[config.mk]
export PLATFORM = sky130hd
export DESIGN_NAME = seq_add64
export DESIGN_NICKNAME = d
export VERILOG_FILES = /design/src/rtl/seq_add64_pkg.sv /design/src/rtl/seq_add64_cla16.sv /design/src/rtl/seq_add64.sv
export SDC_FILE = /design/constraint.sdc
export NUM_CORES = 1
export LEC_CHECK = 0
export CORE_MARGIN = 1
export CORE_UTILIZATION = 40
export DETAILED_ROUTE_END_ITERATION = 10
export GPL_TIMING_DRIVEN = 1
export PLACE_DENSITY = 0.72
export SLEW_MARGIN = 0
export SYNTH_ARGS = -nofsm -noshare
export SYNTH_HDL_FRONTEND = slang
export SYNTH_SLANG_ARGS = --single-unit
[constraint.sdc]
create_clock -name clk -period 8.55 [get_ports clk]
set_input_delay 2.1375 -clock clk [delete_from_list [all_inputs] [get_ports clk]]
set_output_delay 2.1375 -clock clk [all_outputs]
set_load 0.05 [all_outputs]
[src/rtl/seq_add64_pkg.sv]
// Shared constants for the sliced wide adder: slice geometry and FSM state encoding.
package seq_add64_pkg;

  localparam int SLICE    = 16;
  localparam int SLICE_LG = 4;

  typedef enum logic [1:0] {
    S_IDLE = 2'd0,
    S_RUN  = 2'd1,
    S_DONE = 2'd2
  } state_e;

endpackage

[src/rtl/seq_add64_cla16.sv]
// 16-bit carry-lookahead adder: four 4-bit lookahead groups joined by a group-level lookahead.
module cla16 (
  input  logic [15:0] a,
  input  logic [15:0] b,
  input  logic        cin,
  output logic [15:0] sum,
  output logic        cout,
  output logic        g,
  output logic        p
);

  logic [15:0] gi;
  logic [15:0] pi;
  logic [3:0]  gg;
  logic [3:0]  gp;
  logic [4:0]  gc;
  logic        carry;

  assign gi = a & b;
  assign pi = a ^ b;

  always_comb begin
    gg    = '0;
    gp    = '0;
    gc    = '0;
    sum   = '0;
    carry = 1'b0;
    for (int j = 0; j < 4; j++) begin
      gg[j] = gi[4*j+3]
            | (pi[4*j+3] & gi[4*j+2])
            | (pi[4*j+3] & pi[4*j+2] & gi[4*j+1])
            | (pi[4*j+3] & pi[4*j+2] & pi[4*j+1] & gi[4*j]);
      gp[j] = &pi[4*j +: 4];
    end
    gc[0] = cin;
    for (int j = 0; j < 4; j++) begin
      gc[j+1] = gg[j] | (gp[j] & gc[j]);
    end
    // Within a group the carry restarts from the lookahead group carry-in.
    for (int i = 0; i < 16; i++) begin
      if (i % 4 == 0) carry = gc[i/4];
      sum[i] = pi[i] ^ carry;
      carry  = gi[i] | (pi[i] & carry);
    end
  end

  assign cout = gc[4];
  assign g    = gg[3] | (gp[3] & gg[2]) | (gp[3] & gp[2] & gg[1])
              | (gp[3] & gp[2] & gp[1] & gg[0]);
  assign p    = &gp;

endmodule

[src/rtl/seq_add64.sv]
// Multi-cycle wide adder: one CLA16 slice per cycle, LSB first, carry registered between slices.
//   state  | meaning
//   S_IDLE | waiting for start; result registers hold the last answer
//   S_RUN  | slice k going through the CLA16, busy=1
//   S_DONE | done pulse, result valid
module seq_add64
  import seq_add64_pkg::*;
#(
  parameter int NCHUNK = 4
) (
  input  logic                   clk,
  input  logic                   rst,
  input  logic                   start,
  input  logic [SLICE*NCHUNK-1:0] a,
  input  logic [SLICE*NCHUNK-1:0] b,
  input  logic                   cin,
  output logic                   busy,
  output logic                   done,
  output logic [SLICE*NCHUNK-1:0] sum,
  output logic                   cout,
  output logic                   ovf
);

  localparam int W  = SLICE * NCHUNK;
  localparam int CW = $clog2(NCHUNK);
  localparam logic [CW-1:0] K_LAST = CW'(NCHUNK - 1);

  state_e          state_q, state_d;
  logic [W-1:0]    a_q, a_d;
  logic [W-1:0]    b_q, b_d;
  logic [W-1:0]    sum_q, sum_d;
  logic [CW-1:0]   k_q, k_d;
  logic            carry_q, carry_d;
  logic            cout_q, cout_d;
  logic            ovf_q, ovf_d;
  logic            busy_q, busy_d;
  logic            done_q, done_d;

  logic [CW+SLICE_LG-1:0] base;
  logic [SLICE-1:0]       cla_a;
  logic [SLICE-1:0]       cla_b;
  logic [SLICE-1:0]       cla_sum;
  logic                   cla_cout;

  assign base  = {k_q, {SLICE_LG{1'b0}}};
  assign cla_a = a_q[base +: SLICE];
  assign cla_b = b_q[base +: SLICE];

  cla16 u_cla (
    .a    (cla_a),
    .b    (cla_b),
    .cin  (carry_q),
    .sum  (cla_sum),
    .cout (cla_cout),
    .g    (),
    .p    ()
  );

  always_comb begin
    state_d = state_q;
    a_d     = a_q;
    b_d     = b_q;
    sum_d   = sum_q;
    k_d     = k_q;
    carry_d = carry_q;
    cout_d  = cout_q;
    ovf_d   = ovf_q;
    busy_d  = 1'b0;
    done_d  = 1'b0;
    case (state_q)
      S_IDLE: begin
        if (start) begin
          a_d     = a;
          b_d     = b;
          carry_d = cin;
          k_d     = '0;
          sum_d   = '0;
          busy_d  = 1'b1;
          state_d = S_RUN;
        end
      end
      S_RUN: begin
        sum_d[base +: SLICE] = cla_sum;
        carry_d              = cla_cout;
        if (k_q == K_LAST) begin
          cout_d  = cla_cout;
          ovf_d   = (a_q[W-1] == b_q[W-1]) && (cla_sum[SLICE-1] != a_q[W-1]);
          done_d  = 1'b1;
          state_d = S_DONE;
        end else begin
          k_d    = k_q + 1'b1;
          busy_d = 1'b1;
        end
      end
      S_DONE: state_d = S_IDLE;
      default: state_d = S_IDLE;
    endcase
  end

  always_ff @(posedge clk) begin
    if (rst) begin
      state_q <= S_IDLE;
      a_q     <= '0;
      b_q     <= '0;
      sum_q   <= '0;
      k_q     <= '0;
      carry_q <= 1'b0;
      cout_q  <= 1'b0;
      ovf_q   <= 1'b0;
      busy_q  <= 1'b0;
      done_q  <= 1'b0;
    end else begin
      state_q <= state_d;
      a_q     <= a_d;
      b_q     <= b_d;
      sum_q   <= sum_d;
      k_q     <= k_d;
      carry_q <= carry_d;
      cout_q  <= cout_d;
      ovf_q   <= ovf_d;
      busy_q  <= busy_d;
      done_q  <= done_d;
    end
  end

  assign busy = busy_q;
  assign done = done_q;
  assign sum  = sum_q;
  assign cout = cout_q;
  assign ovf  = ovf_q;

endmodule

Run 1, signal wires by layer:
Two of the layers only.
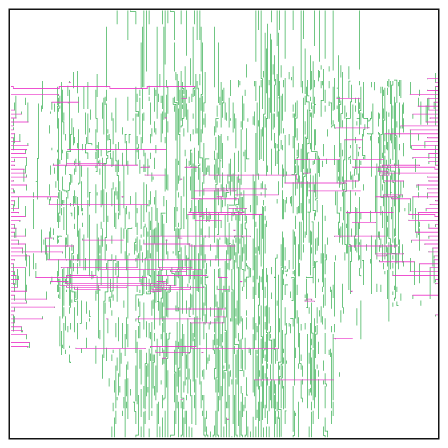
metal 3 -> magenta  # wire length 1790 um
metal 2 -> green  # wire length 11200 um
WL/cell: 17.2 um
final WL: 24000 um
all-layer global routing usage: 0.219
DR vias: 7299

Run 1, wires at chosen ports, followed through buffers:
Bar = 50 um.
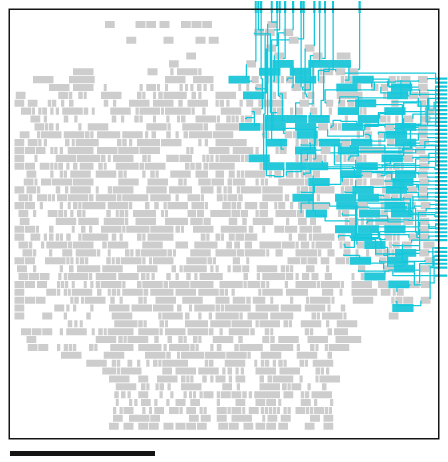
`sum` -> cyan  # bits 64, direction output, end cells 64, buffers 64, wire 2380 um

==> run summary, run 1 <==
Switch share: 0.255
Root buffer cell: clkbuf_16
Vias in the first global route: 7042
Netlist Area Pre-Place: 0.00850 sq mm
Unrepaired setup endpoints after global routing: no
Post-CTS Repair Setup Buffers: 0
Port Buffer Count: 199
Slowest stage delay, CP: 0.64 ns
Biggest area consumer among synthesized cells: dfxtp_1
Pwr dens: 199 mW/mm^2
Final net count: 1280
Final min period: 4.79 ns
Most frequent cells in the layout: nand2_1, dfxtp_1, clkdlybuf4s50_1, a21oi_1, nor2_1
Max-slew violations: 0
Share of cells above drive strength 1: 0.0744
Setup TNS: 0 ns
Clock share of power: 0.411
Max Clk Rate: 0.209 GHz
Synth Warn #: 0
Syn nets: 1120
# Cells Yosys: 956
Placed Area: 0.0106 sq mm
P_sw: 0.573 mW
Comb group: 0.316 mW
First-pass DRT Iterations: 5
Die W: 148 um
Resized Gates After CTS: 0
Hold/Removal Path Class: flip-flop to flip-flop
Final Cell Area: 0.0113 sq mm
GPL Wtd Cong: 0.830
CP top delay family: adder cells
CP Data Arrival Time: 5.12 ns
Crit path required time: 8.88 ns
Insertion Delay late pin: 0.50 ns
Row Count: 52
Syn avg cell area: 8.90 sq um
Relative slew slack: 0.236
Initial DRC Count: 658
Commonest cells in the netlist: nand2_1, dfxtp_1, a21oi_1
Most used cell, CP: fa_1
Critical Path End: ovf
Reg2reg start: k_q[0]
Worst r2r path cells: 15
Maxcap violations: 0
Pwr top: registers
Worst Max-Slew Pin Slew: 1.15 ns
Antenna-violating nets left: 0
Most numerous logic cell after layout: nand2_1
Slowest cell on the critical path: mux4_2
Worst-path clk slew: 0.06 ns
OpenROAD warning count: 33
CTS tree: built
CP max FO: 32
R2r setup slk: 3.76 ns
Crit path buf inv count: 2
Area Growth Syn to Fin: 32.7%
Seq power: 1.01 mW
Pint: 1.68 mW
Die ar.: 0.0218 sq mm
Final setup violation count: 0
Top cells by area: dfxtp_1, nand2_1, mux4_2
Diode count: 0
Sequential fraction of the synthesis area: 0.473
Yosys top cell by instances: nand2_1
Synthesis-stage register bit count: 201
Pin count of the biggest net entering global routing: 124
Power in the clock group: 0.925 mW
Area figure in the yosys stat output: 0.00850 sq mm
First-pass GRT wire length: 37700 um
Grt ovf: 0
Number of enable flip-flop cells: 0
Clock Sink Count: 201
Critical Path Start: k_q[0]
Dpl hpwl: 17200 um
Cells after Synth: 956
Layout Skew: 0.0128 ns
Worst R2R End: ovf
Type of the worst setup path: flip-flop to flip-flop
CTS Buffer Depth: 3
Leakage power: 4.14 nW
Inserted Clock Buffers: 21
Initial antenna violation count: 0
Core Area: 0.0206 sq mm
Yosys cell types: 40
Hold_buf cts: 0
Die Height: 148 um
CP endpoint kind: flip-flop
Sequential power share: 0.448
Top_reg_cell synth: dfxtp_1
Cycle use final: 0.560
CP startpoint kind: flip-flop
Starting Density: 0.414
Asr flop ratio synth: 0
Outcome: finished, final reports clean
Worst path cell trace: buf_4, mux4_2, ha_1, a21oi_1, o211ai_1, nor4b_1, nor3_1, fa_1, fa_1, inv_1, fa_1, xor2_1, nor2_1, a211oi_1, nor3_1
Cell count along the critical path: 15
IO Count: 200
Worst vdd ir: 0.134 mV
Vias per cell: 5.22
DRC: 0
Logic pwr share: 0.141
Top-area cell share: 0.473
Final Hold Vio Count: 0
H-tree levels: 1
Run 1, routing congestion:
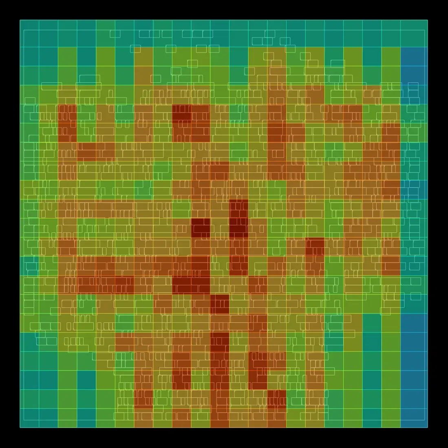
met2 GRT Util: 0.354
M1 GR Usage: 0.303
Final Core Density: 0.549

-- run 1: metrics by stage --
| stage | hold WS, ns | setup slack, ns | total power, mW | utilization | std cells |
|---|---|---|---|---|---|
| after floorplan | 0.433 | 4.27 | 1.21 | - | 956 |
| after global placement | 0.439 | 3.83 | 1.34 | 0.515 | 1363 |
| after detailed placement | 0.446 | 3.72 | 1.34 | 0.515 | 1363 |
| after CTS | 0.454 | 3.73 | 2.26 | 0.549 | 1399 |
| after global routing | 0.469 | 3.47 | 2.33 | 0.549 | 1399 |
| final | 0.453 | 3.76 | 2.25 | 0.549 | 1399 |
-- run 1: worst min-delay path by stage --
stage	end	depth (start not counted)	start	slack, ns
2_1_floorplan	a_q[32]	2	a_q[32]	0.43
3_3_place_gp	a_q[15]	2	a_q[15]	0.44
3_5_place_dp	a_q[43]	2	a_q[43]	0.45
4_1_cts	a_q[43]	2	a_q[43]	0.45
5_1_grt	b_q[54]	2	b_q[54]	0.47
6_report	a_q[9]	2	a_q[9]	0.45
-- run 1: cells by family after synthesis --
family | count (synthesis) | share of synthesized area
AND-OR/OR-AND | 220 | 0.154
XOR/XNOR | 4 | 0.00412
multiplexers | 32 | 0.0847
flip-flops | 201 | 0.473
buffers and inverters | 104 | 0.0511
adder cells (fa/ha/maj) | 32 | 0.0577
AND/OR/NAND/NOR | 363 | 0.175
-- run 1: final cells by class --
type	count	area (sq um)
clock buffer	31	623
clock inverter	5	75.1
fill	1905	9270
inverter	37	139
multi-input combinational	651	4050
sequential	201	4030
tap	270	338
timing repair buffer	204	2030
-- run 1: routing by layer --
metal  share of wire  vias to the layer above  GRT usage
met2            0.47                      287      0.354
met3           0.074                       38     0.0361
li1                -                     3560          -
met4           0.025                        0     0.0582
met1            0.44                     3414      0.303
met5               0                        -          0
==> run 2, diff against run 1 <==
==> constraint.sdc (replaced) <==
create_clock -name clk -period 4.59 [get_ports clk]
set_input_delay 1.1475 -clock clk [delete_from_list [all_inputs] [get_ports clk]]
set_output_delay 1.1475 -clock clk [all_outputs]
set_load 0.05 [all_outputs]
==> run summary, run 2 <==
Top cells by area: dfxtp_1, nand2_1, mux4_2
Diode count: 0 (unchanged)
Reg2reg start: k_q[0]
Starting Density: 0.414 (unchanged)
Share of cells above drive strength 1: 0.0827 (+0.00827)
Yosys top cell by instances: nand2_1
Inserted Clock Buffers: 22 (+4.8%)
Final Cell Area: 0.0114 sq mm (+1.2%)
GPL Wtd Cong: 0.831 (+0.11%)
CP top delay family: adder cells
Worst path cell trace: mux4_2, ha_1, a21oi_1, o211ai_1, a21oi_1, o21ba_2, fa_1, fa_1, fa_1, xnor2_2, a22oi_1, nor2_1
Pwr dens: 375 mW/mm^2 (+88%)
Final Instance Count excl. Fillers: 1407 (+0.57%)
Biggest area consumer among synthesized cells: dfxtp_1
Worst slack, placed: 0.0773 ns (-3.64 ns)
Final min period: 4.23 ns (-0.557 ns)
Syn avg cell area: 8.90 sq um (unchanged)
Antenna-violating nets left: 0 (unchanged)
Most numerous logic cell after layout: nand2_1
Worst vdd ir: 0.299 mV (+120%)
Vias in the first global route: 6986 (-0.80%)
Final net count: 1285 (+0.39%)
Slowest cell on the critical path: mux4_2
CP Data Arrival Time: 4.67 ns (-0.45 ns)
Cycle use final: 0.923 (+0.362)
Hold/Removal Path Class: flip-flop to flip-flop
CTS Buffer Depth: 3 (unchanged)
Row Count: 52 (unchanged)
Clock Sink Count: 201 (unchanged)
Final worst-path setup slack: 0.355 ns (-3.40 ns)
Placed Area: 0.0107 sq mm (+0.64%)
Cells after Synth: 956 (unchanged)
Setup TNS: 0 ns (unchanged)
Unrepaired setup endpoints after global routing: no
Area figure in the yosys stat output: 0.00850 sq mm (unchanged)
Max-slew violations: 0 (unchanged)
Cells on Worst Hold Path: 2 (unchanged)
Post-CTS Repair Setup Buffers: 0 (unchanged)
Layout Skew: 0.0101 ns (-0.00267 ns)
First-pass DRT Iterations: 5 (unchanged)
Pin count of the biggest net entering global routing: 136 (+9.7%)
Syn nets: 1120 (unchanged)
# Cells Yosys: 956 (unchanged)
Leakage power: 4.21 nW (+1.8%)
Initial antenna violation count: 0 (unchanged)
Crit path buf inv count: 0 (-2)
Crit path required time: 5.02 ns (-3.86 ns)
Min Hold Slack: 0.453 ns (-0.000630 ns)
DR vias: 7362 (+0.86%)
Dpl hpwl: 17200 um (+0.32%)
Sequential fraction of the synthesis area: 0.473 (unchanged)
CTS tree: built
Most frequent cells in the layout: nand2_1, dfxtp_1, clkdlybuf4s50_1, a21oi_1, nor2_1
CP startpoint kind: flip-flop
Final Hold Vio Count: 0 (unchanged)
Initial DRC Count: 545 (-17%)
Worst-path clk slew: 0.06 ns (about the same)
Type of the worst setup path: flip-flop to flip-flop
Slowest stage delay, CP: 0.60 ns (-0.04 ns)
Port Buffer Count: 199 (unchanged)
Vias per cell: 5.23 (+0.29%)
IO Count: 200 (unchanged)
WL/cell: 17.1 um (-0.47%)
Die W: 148 um (unchanged)
DRC: 0 (unchanged)
OpenROAD warning count: 33 (unchanged)
Outcome: finished, final reports clean
Synthesis-stage register bit count: 201 (unchanged)
Top_reg_cell synth: dfxtp_1
Critical Path Start: k_q[0]
Cell count along the critical path: 12 (-3)
CP max FO: 19 (-41%)
Grt ovf: 0 (unchanged)
Asr flop ratio synth: 0 (unchanged)
Number of enable flip-flop cells: 0 (unchanged)
Yosys cell types: 40 (unchanged)
H-tree levels: 1 (unchanged)
Max Clk Rate: 0.236 GHz (+13%)
Worst Max-Slew Pin Slew: 0.996 ns (-0.151 ns)
Relative slew slack: 0.331 (+0.0955)
Final setup violation count: 0 (unchanged)
Maxcap violations: 0 (unchanged)
CP endpoint kind: flip-flop
Area Growth Syn to Fin: 34.3%
Final WL: 24100 um (about the same)
Top-area cell share: 0.473 (unchanged)
Most used cell, CP: fa_1
Worst r2r path cells: 12 (-3)
Insertion Delay late pin: 0.50 ns (about the same)
Netlist Area Pre-Place: 0.00850 sq mm (unchanged)
Tot Pwr: 4.29 mW (+91%)
Die ar.: 0.0218 sq mm (unchanged)
Worst Hold Launch: b_q[35]
Commonest cells in the netlist: nand2_1, dfxtp_1, a21oi_1
Die Height: 148 um (unchanged)
Root buffer cell: clkbuf_16
Placed Cells: 1367 (+0.29%)
First-pass GRT wire length: 37500 um (-0.42%)
Core Area: 0.0206 sq mm (unchanged)
Synth Warn #: 0 (unchanged)
Fill cells: 1883 (-1.2%)
[run 2: logic make-up (layout without fill, tap and decap cells)]
kind of cell,after synthesis,after routing,share of synthesized area
adder cells (fa/ha/maj),32,32,0.0577
AND-OR/OR-AND,220,220,0.154
flip-flops,201,201,0.473
XOR/XNOR,4,4,0.00412
multiplexers,32,32,0.0847
buffers and inverters,104,285,0.0511
AND/OR/NAND/NOR,363,363,0.175
[run 2: final cells by class]
type	count	area, sq um	area share
tap	270	338	0.0296
multi-input combinational	651	4060	0.356
clock buffer	31	656	0.0574
timing repair buffer	208	2100	0.184
inverter	37	139	0.0122
sequential	201	4030	0.353
clock inverter	9	98.8	0.00866
[run 2: what timing repair did]
action / CTS / global route
gates resized: 0 / 2
hold buffers: 0 / 0
endpoints found under the setup margin: 0 / 15
[run 2: worst paths after layout]
path | end | slack, ns
max | sum[11] | 0.36
min reg2reg | b_q[35] | 0.45
max reg2reg | sum[11] | 0.36
min | b_q[35] | 0.45
[run 2: per-layer routing]
metal	global-route usage	vias up	share of wire
li1	-	3574	-
met1	0.300	3459	0.44
met2	0.349	285	0.47
met3	0.0361	44	0.067
met4	0.0727	0	0.030
met5	0	-	0
[run 2: worst reg2reg max path, stage by stage (launching register included)]
cell and delay, ns:
dfxtp_4 0.56, mux4_2 0.61, ha_1 0.30, a21oi_1 0.08, o211ai_1 0.32, a21oi_1 0.13
o21ba_2 0.22, fa_1 0.45, fa_1 0.47, fa_1 0.48, xnor2_2 0.28, a22oi_1 0.14
nor2_1 0.13
[run 2: where the power goes]
part	internal, mW	switching, mW
clock	1.11	0.702
combinational	0.261	0.336
sequential	1.82	0.0555
Run 2, routing congestion:
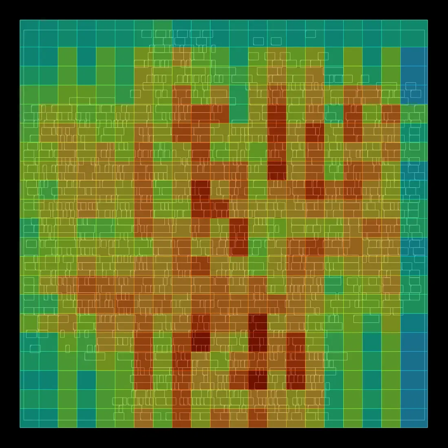
Final Core Density: 0.555
all-layer global routing usage: 0.218

==> run 3, diff against run 2 <==
--- a/config.mk
+++ b/config.mk
@@ -10,6 +10,7 @@
 export DETAILED_ROUTE_END_ITERATION = 10
 export GPL_TIMING_DRIVEN = 1
 export PLACE_DENSITY = 0.72
+export SKIP_CTS_REPAIR_TIMING = 1
 export SLEW_MARGIN = 0
 export SYNTH_ARGS = -nofsm -noshare
 export SYNTH_HDL_FRONTEND = slang
Run 3, routing congestion:
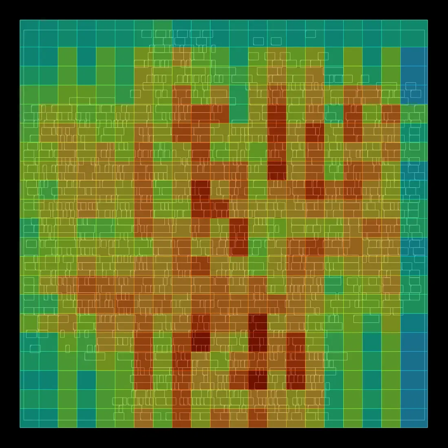
Most Crowded Layer GR: met2
WL/cell: 17.1 um

==> run summary, run 3 <==
Most numerous logic cell after layout: nand2_1
GPL Wtd Cong: 0.831 (unchanged)
Biggest area consumer among synthesized cells: dfxtp_1
Outcome: finished, final reports clean
Syn avg cell area: 8.90 sq um (unchanged)
Share of cells above drive strength 1: 0.0827 (unchanged)
Die ar.: 0.0218 sq mm (unchanged)
Synth mux share: 0.0847 (unchanged)
Top-area cell share: 0.473 (unchanged)
Area Growth Syn to Fin: 34.3% (unchanged)
Xor/xnor share: 0.00412 (unchanged)
Worst R2R End: sum[11]
Pin count of the biggest net entering global routing: 136 (unchanged)
Slowest cell on the critical path: mux4_2
Final Core Density: 0.555 (unchanged)
Worst-path clk slew: 0.06 ns (about the same)
Port Buffer Count: 199 (unchanged)
Worst path cell trace: mux4_2, ha_1, a21oi_1, o211ai_1, a21oi_1, o21ba_2, fa_1, fa_1, fa_1, xnor2_2, a22oi_1, nor2_1
Initial antenna violation count: 0 (unchanged)
Final Cell Area: 0.0114 sq mm (unchanged)
Type of the worst setup path: flip-flop to flip-flop
Fill cells: 1883 (unchanged)
Max Clk Rate: 0.236 GHz (unchanged)
# Cells Yosys: 956 (unchanged)
Dpl hpwl: 17200 um (unchanged)
Fa+ha+maj area frac: 0.0577 (unchanged)
All-layer global routing usage: 0.218 (unchanged)
CP Data Arrival Time: 4.67 ns (about the same)
Yosys cell types: 40 (unchanged)
Leakage power: 4.21 nW (unchanged)
Slowest stage delay, CP: 0.60 ns (about the same)
CTS tree: built
Worst Max-Slew Pin Slew: 0.996 ns (unchanged)
Row Count: 52 (unchanged)
DRC: 0 (unchanged)
Dominant comb cell: simple AND/OR/NAND/NOR gates
H-tree levels: 1 (unchanged)
Layout Skew: 0.0101 ns (unchanged)
Syn nets: 1120 (unchanged)
Final Hold Vio Count: 0 (unchanged)
Vias per cell: 5.23 (unchanged)
Synth Warn #: 0 (unchanged)
Worst slack, placed: 0.0773 ns (unchanged)
Final min period: 4.23 ns (unchanged)
Final setup violation count: 0 (unchanged)
Commonest cells in the netlist: nand2_1, dfxtp_1, a21oi_1
OpenROAD warning count: 33 (unchanged)
Top cells by area: dfxtp_1, nand2_1, mux4_2
CP endpoint kind: flip-flop
First-pass GRT wire length: 37500 um (unchanged)
Min Hold Slack: 0.453 ns (unchanged)
Placed Area: 0.0107 sq mm (unchanged)
DR vias: 7362 (unchanged)
R2r setup slk: 0.36 ns (about the same)
Worst vdd ir: 0.299 mV (unchanged)
Number of enable flip-flop cells: 0 (unchanged)
Clock Sink Count: 201 (unchanged)
Antenna-violating nets left: 0 (unchanged)
Area figure in the yosys stat output: 0.00850 sq mm (unchanged)
CP top delay family: adder cells
Pwr dens: 375 mW/mm^2 (unchanged)
Sequential fraction of the synthesis area: 0.473 (unchanged)
Die W: 148 um (unchanged)
Worst r2r path cells: 12 (unchanged)
Netlist Area Pre-Place: 0.00850 sq mm (unchanged)
Cells after Synth: 956 (unchanged)
Core Area: 0.0206 sq mm (unchanged)
CTS Buffer Depth: 3 (unchanged)
Relative slew slack: 0.331 (unchanged)
Most frequent cells in the layout: nand2_1, dfxtp_1, clkdlybuf4s50_1, a21oi_1, nor2_1
Die Height: 148 um (unchanged)
Vias in the first global route: 6986 (unchanged)
Final WL: 24100 um (unchanged)
CP max FO: 19 (unchanged)
Final worst-path setup slack: 0.355 ns (unchanged)
Critical Path End: sum[11]
IO Count: 200 (unchanged)
Unrepaired setup endpoints after global routing: no
Crit path required time: 5.02 ns (about the same)
Yosys top cell by instances: nand2_1
Final net count: 1285 (unchanged)
Grt ovf: 0 (unchanged)
Crit path buf inv count: 0 (unchanged)
Diode count: 0 (unchanged)
Basic Gates by Area: 0.175 (unchanged)
Insertion Delay late pin: 0.50 ns (about the same)
Critical Path Start: k_q[0]
Top_reg_cell synth: dfxtp_1
Maxcap violations: 0 (unchanged)
Placed Cells: 1367 (unchanged)
CP startpoint kind: flip-flop
Most used cell, CP: fa_1
First-pass DRT Iterations: 5 (unchanged)
Reg2reg start: k_q[0]
Max-slew violations: 0 (unchanged)
Cell count along the critical path: 12 (unchanged)
Setup TNS: 0 ns (unchanged)
Inserted Clock Buffers: 22 (unchanged)
Root buffer cell: clkbuf_16
Final Instance Count excl. Fillers: 1407 (unchanged)
Asr flop ratio synth: 0 (unchanged)
Synthesis-stage register bit count: 201 (unchanged)
Tot Pwr: 4.29 mW (unchanged)
Initial DRC Count: 545 (unchanged)
Ao+oa area frac: 0.154 (unchanged)
Cycle use final: 0.923 (unchanged)
Hold/Removal Path Class: flip-flop to flip-flop
Starting Density: 0.414 (unchanged)
run 3: cell counts in the layout (fill, tap and decap cells not counted):
Identical to the previous run, type by type.
run 3: metal layers:
layer,GRT usage,routed length (um)
met1,0.300,10500
met2,0.349,11200
met3,0.0361,1610
met4,0.0727,716
met5,0,0
run 3: how the worst min path moves through the flow:
stage	slack [ns]	endpoint	from	cells after the start
after global routing	0.47	a_q[45]	a_q[45]	2
after CTS	0.45	b_q[43]	b_q[43]	2
after detailed placement	0.45	b_q[43]	b_q[43]	2
after floorplan	0.43	a_q[32]	a_q[32]	2
final	0.45	b_q[35]	b_q[35]	2
after global placement	0.44	a_q[25]	a_q[25]	2
run 3: kinds of logic after synthesis:
logic type / count (synthesis)
AOI/OAI and AO/OA: 220
xor gates and xnor gates: 4
adders and majority gates: 32
buffers and inverters: 104
DFF: 201
muxes: 32
and+or+nand+nor: 363
run 3: report_power, final:
| group | leakage [nW] | internal, mW | switching [mW] |
|---|---|---|---|
| Clock | 0.379 | 1.11 | 0.702 |
| Combinational | 2.19 | 0.261 | 0.336 |
| Sequential | 1.64 | 1.82 | 0.0555 |
| Total | 4.21 | 3.19 | 1.09 |
run 3: tightest hold or removal path, stage by stage, from the launching register on:
cell and delay, ns:
dfxtp_1 0.31, nand2_1 0.05, a21oi_1 0.05
run 3: area by class of cell:
cell class | instances | area (sq um) | share of cell area
Clock inverter | 9 | 98.8 | 0.00866
Clock buffer | 31 | 656 | 0.0574
Multi-Input combinational cell | 651 | 4060 | 0.356
Sequential cell | 201 | 4030 | 0.353
Tap cell | 270 | 338 | 0.0296
Inverter | 37 | 139 | 0.0122
Timing Repair Buffer | 208 | 2100 | 0.184
Power is estimated from default activity; no workload was simulated.
